Run 1, routing congestion:
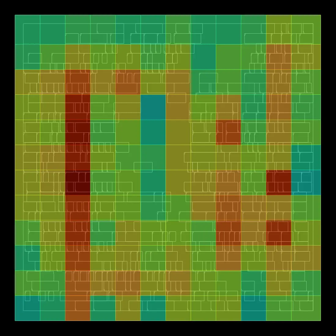
Run 1, nets reached from selected ports:
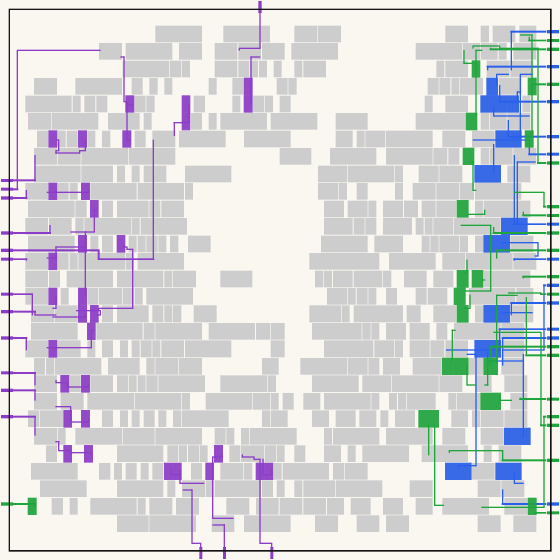
Run 1, wire density map:
The bar under the picture is 20 um long. The die is cut into 17 by 17 equal tiles; dark purple is low, yellow is high, scaled to the fullest tile. Values are wire area over tile area, all layers added.
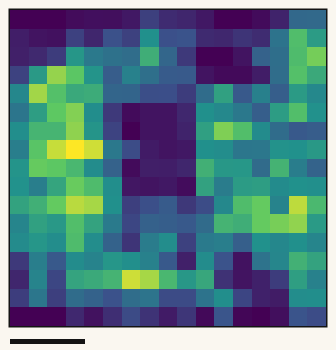
<file path="src/rtl/sdram_pkg.sv">
// Shared definitions for the SDRAM scheduler: command codes, burst-owner
// states and the framebuffer geometry defaults.
package sdram_pkg;

  localparam logic [1:0] CMD_NOP   = 2'b00;
  localparam logic [1:0] CMD_WR256 = 2'b01;
  localparam logic [1:0] CMD_RDVID = 2'b10;
  localparam logic [1:0] CMD_RD256 = 2'b11;

  typedef enum logic [1:0] {
    OWN_NONE  = 2'd0,
    OWN_VID   = 2'd1,
    OWN_CACHE = 2'd2
  } owner_e;

  localparam logic [14:0] VID_BASE_DEF   = 15'h6FF8;
  localparam int          VID_BLOCKS_DEF = 3072;

endpackage

</file>
<file path="src/rtl/sdram_sched_vid_packer.sv">
// Pairs returned 16-bit halfwords into 32-bit video queue words, low half
// first; clr discards any half-assembled pair.
module vid_packer
(
  input  logic        clk,
  input  logic        rst,
  input  logic        clr,
  input  logic        valid,
  input  logic [15:0] din,
  output logic [31:0] vq_data,
  output logic        vq_we
);

  logic        pack_phase;
  logic [15:0] low_half;

  // NOTE: sequential state uses non-blocking assignments so every register
  // samples pre-edge values regardless of statement order.
  always_ff @(posedge clk) begin
    if (rst) begin
      pack_phase <= 1'b0;
      low_half   <= '0;
      vq_data    <= '0;
      vq_we      <= 1'b0;
    end else begin
      vq_we <= valid && pack_phase;
      if (valid && !pack_phase)
        low_half <= din;
      if (valid && pack_phase)
        vq_data <= {din, low_half};
      // A beat arriving with clr still belongs to the old burst; clr only
      // forbids carrying a split pair into the next one.
      if (clr)
        pack_phase <= 1'b0;
      else if (valid)
        pack_phase <= ~pack_phase;
    end
  end

endmodule

</file>
<file path="src/rtl/sdram_sched.sv">
// SDRAM command scheduler: fixed-priority arbitration, burst ownership
// tracking, return-data steering and framebuffer block counter.
module sdram_sched
  import sdram_pkg::*;
#(
  parameter logic [14:0] VID_BASE   = VID_BASE_DEF,
  parameter int          VID_BLOCKS = VID_BLOCKS_DEF
)
(
  input  logic        clk,
  input  logic        rst,
  input  logic        vid_low,
  input  logic        cache_wr_req,
  input  logic        cache_rd_req,
  input  logic [11:0] cache_waddr,
  input  logic [11:0] cache_raddr,
  output logic [1:0]  sys_cmd,
  output logic [17:0] sys_addr,
  input  logic [1:0]  sys_cmd_ack,
  input  logic        sys_rd_data_valid,
  input  logic        sys_wr_data_valid,
  input  logic [15:0] sys_dout,
  output logic        cache_fill_we,
  output logic        cache_drain_re,
  output logic [31:0] vq_data,
  output logic        vq_we,
  output logic [11:0] vid_idx
);

  owner_e      state, state_nxt;
  logic        ack_idle;
  logic        accept;
  logic        vid_valid;
  logic [14:0] vid_off;
  logic [14:0] vid_blk;

  always_ff @(posedge clk) begin
    if (rst) begin
      sys_cmd  <= CMD_NOP;
      ack_idle <= 1'b1;
    end else begin
      ack_idle <= (sys_cmd_ack == 2'b00);
      if (vid_low)           sys_cmd <= CMD_RDVID;
      else if (cache_wr_req) sys_cmd <= CMD_WR256;
      else if (cache_rd_req) sys_cmd <= CMD_RD256;
      else                   sys_cmd <= CMD_NOP;
    end
  end

  // Only the first cycle of a nonzero ack run counts as an accept.
  assign accept = ack_idle && (sys_cmd_ack != 2'b00);

  // Framebuffer is stored bottom-up, so the line part of the index is inverted.
  assign vid_off = {3'b000, ~vid_idx[11:2], vid_idx[1:0]};
  assign vid_blk = VID_BASE + vid_off;

  // NOTE: every combinational output gets a default before the case so no
  // path leaves it unassigned and infers a latch.
  always_comb begin
    sys_addr = '0;
    case (sys_cmd)
      CMD_WR256: sys_addr = {cache_waddr, 6'b000000};
      CMD_RD256: sys_addr = {cache_raddr, 6'b000000};
      CMD_RDVID: sys_addr = {vid_blk, 3'b000};
      default:   sys_addr = '0;
    endcase
  end

  always_ff @(posedge clk) begin
    if (rst) state <= OWN_NONE;
    else     state <= state_nxt;
  end

  always_comb begin
    state_nxt = state;
    if (accept)
      state_nxt = (sys_cmd_ack == CMD_RDVID) ? OWN_VID : OWN_CACHE;
  end

  // Steering uses the registered owner, so a strobe coincident with an
  // accept still goes to the previous owner.
  always_comb begin
    cache_fill_we  = (state == OWN_CACHE) && sys_rd_data_valid;
    cache_drain_re = (state == OWN_CACHE) && sys_wr_data_valid;
    vid_valid      = (state == OWN_VID)   && sys_rd_data_valid;
  end

  always_ff @(posedge clk) begin
    if (rst)
      vid_idx <= '0;
    else if (accept && sys_cmd_ack == CMD_RDVID)
      vid_idx <= (vid_idx == 12'(VID_BLOCKS - 1)) ? 12'd0 : vid_idx + 12'd1;
  end

  vid_packer u_vid_packer (
    .clk     (clk),
    .rst     (rst),
    .clr     (accept),
    .valid   (vid_valid),
    .din     (sys_dout),
    .vq_data (vq_data),
    .vq_we   (vq_we)
  );

endmodule

</file>
<file path="config.mk">
export PLATFORM = sky130hd
export DESIGN_NAME = sdram_sched
export DESIGN_NICKNAME = d
export VERILOG_FILES = /design/src/rtl/sdram_pkg.sv /design/src/rtl/sdram_sched_vid_packer.sv /design/src/rtl/sdram_sched.sv
export SDC_FILE = /design/constraint.sdc
export NUM_CORES = 1
export LEC_CHECK = 0
export CAP_MARGIN = 5
export CORE_MARGIN = 2
export CORE_UTILIZATION = 47
export DETAILED_ROUTE_END_ITERATION = 10
export PLACE_DENSITY = 0.95
export REMOVE_ABC_BUFFERS = 1
export SLEW_MARGIN = 20
export SYNTH_ARGS = -nofsm -noshare
export SYNTH_HDL_FRONTEND = slang
export SYNTH_SLANG_ARGS = --single-unit
</file>
<file path="constraint.sdc">
create_clock -name clk -period 2.2 [get_ports clk]
set_input_delay 0.22 -clock clk [delete_from_list [all_inputs] [get_ports clk]]
set_output_delay 0.22 -clock clk [all_outputs]
set_load 0.05 [all_outputs]
</file>
==> ci_impl_report.md, run 1 <==
## Synthesis and layout report

| Metric | Value |
|---|---|
| Finished Layout Cells | `approximately 560` |
| Netlist cell types | `36` |
| Antenna cell count | `0` |
| Min Clock Period, post-route | `~2.1 ns` |
| Crit start category | `flip-flop` |
| Root buffer cell | `clkbuf_8` |
| Worst Hold Path EP | `state[1]` |
| Top layer in use | `met4` |
| Repair and plain buffers | `~120` |
| Pre-Repair DR Iteration Count | `4` |
| Biggest register | `u_vid_packer.vq_data` |
| Peak Freq | `roughly 480 MHz` |
| CTS tree | `built` |
| WL final | `between 7000 and 8000 um` |
| # setup viols final | `0` |
| Slew Viols, Final | `0` |
| Ys flop type | `dfxtp_1` |
| Post-synthesis mux area share | `under 10%` |
| Maxcap violations | `0` |
| Late-Pin Clk Latency | `roughly 0.35 ns` |
| H-tree depth | `3` |
| Num CTS Buffers | `9` |
| XORs/XNORs by Area | `between 5 and 6%` |
| Aoi share | `roughly an eighth` |
| Comb area share | `33.7%` |
| Worst EP arrival | `1.85 ns` |
| Fp util | `a little under half` |
| Biggest regs | `u_vid_packer.vq_data: 32 flops, u_vid_packer.low_half: 16 flops, vid_idx: 12 flops` |
| CP endpoint kind | `primary output` |
| Synth top area cells | `dfxtp_1 45%, nand2_1 14%, a21oi_1 8.8%` |
| Reg2reg setup slack | `0.54 ns` |
| Worst hold start | `rst` |
| Antenna violations before repair | `0` |
| Clock network share of area | `between 4 and 5%` |
| Core Region | `~0.0063 mm^2` |
| Clk slew on worst S/H paths | `about 0.070 ns` |
| Routability cong. | `about 0.83` |
| CP endpoint | `sys_addr[13]` |
| Simple-gate area share of the yosys netlist | `26.1%` |
| Yosys adder share | `under 10%` |
| Run status | `complete, no violations` |
| Drt via density | `approximately 5` |
| Area leader, netlist | `dfxtp_1` |
| R2R cell count | `5` |
| Top-count cell post-synth | `nand2_1` |
| Endpoint of the worst-slack reg-to-reg timing path | `vid_idx[3]` |
| Logic area | `between 0.001 and 0.0015 mm^2` |
| Post-synthesis async set-or-reset flop share | `0%` |
| Inverter count | `2` |
| Fraction of area in registers | `between 30 and 40%` |
| Overflow after GRT | `0` |
| Ratio of final minimum period to clock period | `between 90 and 100%` |
| Well Taps | `between 70 and 80` |
| Post-place setup slack | `around 0.35 ns` |
| Max FFs per register | `32` |
| Worst slew pin tran | `between 0.6 and 0.7 ns` |
| Number of I/O port buffers | `between 100 and 150` |
| Max-slew headroom | `a little under three fifths` |
| Setup CP Type | `flip-flop to primary output` |
| Cell Area, Synth | `about 0.003 mm^2` |
| Top cells by count, synth | `115 x nand2_1, 67 x dfxtp_1, 53 x a21oi_1` |
About 'routing congestion':
met1 GRT Util: 22.5%
met3 GRT Util: 9.40%
Final Util: 69.9%
GRT Max-Usage Layer: met2
met2 usage: 37.3%

About 'nets reached from selected ports':
[purple] `sys_dout` | bits: 16 | direction: input | edge: 12 left, 3 bottom, 1 top | end cells: 32 | buffers: 16 | wire: 339 um
[blue] `cache_waddr` | bits: 12 | direction: input | edge: right | end cells: 12 | buffers: 12 | wire: 235 um
[green] `sys_addr` | bits: 18 | direction: output | edge: 17 right, 1 left | end cells: 18 | buffers: 15 | wire: 292 um

About 'wire density map':
nearly empty tiles: 4.5%
fullest tile: 0.48
tiles over half the peak: 30%

run 1: repair_timing:
item / in CTS / in global routing
pin swaps: 0 / 0
gates resized: 1 / 4
endpoints found under the setup margin: 1 / 10
gates cloned: 0 / 0
run 1: worst max-delay path, delay by kind of cell, from the launching register on:
kind / cells / cell delay [ns]
buf+inv: 1 / 0.18
xor+xnor: 1 / 0.15
simple gates: 2 / 0.39
flops: 1 / 0.48
compound gates: 1 / 0.30
run 1: through the flow:
step	TNS [ns]	util, %
after floorplan	-3.86	-
after global placement	0	66.4
after detailed placement	0	66.4
after CTS	0	69.8
after global routing	0	69.9
final	0	69.9
run 1: where the power goes:
| part | switching (uW) | internal, uW |
|---|---|---|
| combinational | 210 | 195 |
| clock | 454 | 612 |
| sequential | 21.1 | 1230 |
## Run 2: what changed since run 1
--- a/config.mk
+++ b/config.mk
@@ -9,7 +9,7 @@
 export CORE_MARGIN = 2
 export CORE_UTILIZATION = 47
 export DETAILED_ROUTE_END_ITERATION = 10
-export PLACE_DENSITY = 0.95
+export PLACE_DENSITY = 0.89
 export REMOVE_ABC_BUFFERS = 1
 export SLEW_MARGIN = 20
 export SYNTH_ARGS = -nofsm -noshare
==> ci_impl_report.md, run 2 <==
## Synthesis and layout report

| Metric | Value |
|---|---|
| Run status | `complete, no violations` |
| Sw power | `658 uW` |
| Top cells by count, synth | `115 x nand2_1, 67 x dfxtp_1, 53 x a21oi_1` |
| Antenna cell count | `0` |
| Biggest regs | `u_vid_packer.vq_data: 32 flops, u_vid_packer.low_half: 16 flops, vid_idx: 12 flops` |
| Worst EP arrival | `about 1.9 ns` |
| P_comb | `between 400 and 500 uW` |
| Area leader, netlist | `dfxtp_1` |
| Clk slew on worst S/H paths | `around 0.070 ns` |
| Maxcap violations | `0` |
| Late-Pin Clk Latency | `around 0.33 ns` |
| Met2 usage | `36.1%` |
| Repair and plain buffers | `between 100 and 150` |
| Overflow after GRT | `0` |
| Crit path max-delay family | `flip-flops` |
| Finished Layout Cells | `between 500 and 600` |
| Slew Viols, Final | `0` |
| Max FFs per register | `32` |
| Antenna violations before repair | `0` |
| Clk power | `around 970 uW` |
| Top-count cell post-synth | `nand2_1` |
| Post-synthesis async set-or-reset flop share | `0%` |
| Switching portion of total power | `25.1%` |
| Clock network share of area | `under 10%` |
| Ratio of final minimum period to clock period | `a little over nine tenths` |
| Logic area | `between 0.001 and 0.0015 mm^2` |
| Well Taps | `~77` |
| Fraction of area in registers | `a little under a third` |
| Pwr top | `registers` |
| Crit start category | `flip-flop` |
| H-tree depth | `3` |
| Setup TNS | `0 ns` |
| Worst hold start | `rst` |
| Inverter count | `2` |
| Setup CP Type | `flip-flop to primary output` |
| Core Region | `between 0.006 and 0.007 mm^2` |
| GRT Max-Usage Layer | `met2` |
| Root buffer cell | `clkbuf_8` |
| Post_cts resized | `2` |
| Ys flop type | `dfxtp_1` |
| Min Clock Period, post-route | `2.08 ns` |
| Drt via density | `~5` |
| Met3 GRT Util | `under 10%` |
| Routability cong. | `0.793` |
| Biggest register | `u_vid_packer.vq_data` |
| Met1 GRT Util | `24.1%` |
| Final Util | `around 70%` |
| Sequential share of power | `about 48%` |
run 2: path summary, 6_finish.rpt:
path	to	slack, ns	depth (start not counted)
setup reg to reg	vid_idx[0]	0.62	5
setup / recovery	sys_addr[14]	0.12	6
hold / removal	u_vid_packer.low_half[14]	0.20	2
hold reg to reg	u_vid_packer.vq_data[9]	0.45	2
run 2: cell families (layout without fill, tap and decap cells):
| family | count (synthesis) | after routing | synth area share, % |
|---|---|---|---|
| other | 1 | 3 | 0.125 |
| adder cells (fa/ha/maj) | 3 | 3 | 1.25 |
| flip-flops | 67 | 67 | 44.6 |
| multiplexers | 10 | 10 | 3.75 |
| AND/OR/NAND/NOR | 172 | 172 | 26.1 |
| AND-OR/OR-AND | 70 | 70 | 12.3 |
| buffers and inverters | 30 | 138 | 6.58 |
| XOR/XNOR | 18 | 18 | 5.25 |
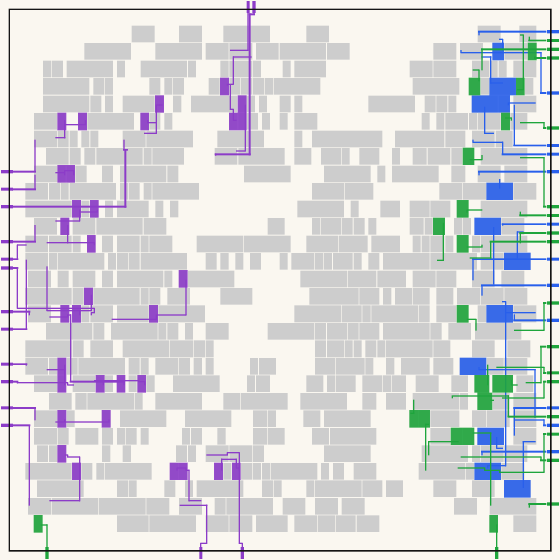
Run 2: nets reached from selected ports
number of I/O port buffers: 112
I/O pin count: 116

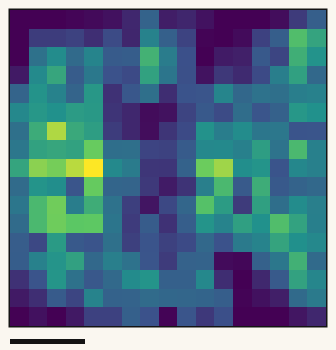
Run 2: wire density map
The bar under the picture is 20 um long. The die is cut into 17 by 17 equal tiles; dark purple is low, yellow is high, scaled to the fullest tile. Values are wire area over tile area, all layers added.
gr usage total: 21.3%
Vias: 2873

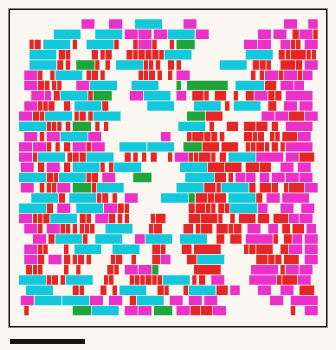
Run 2: placement by cell class
The bar under the picture is 20 um long.
[green] clock drivers and dummy loads | cells: 14
[magenta] other buffers and delay cells | cells: 122
[red] combinational and other logic | cells: 278
[cyan] flops | cells: 67

No activity file was given, so power comes from the tool's default toggle rates.
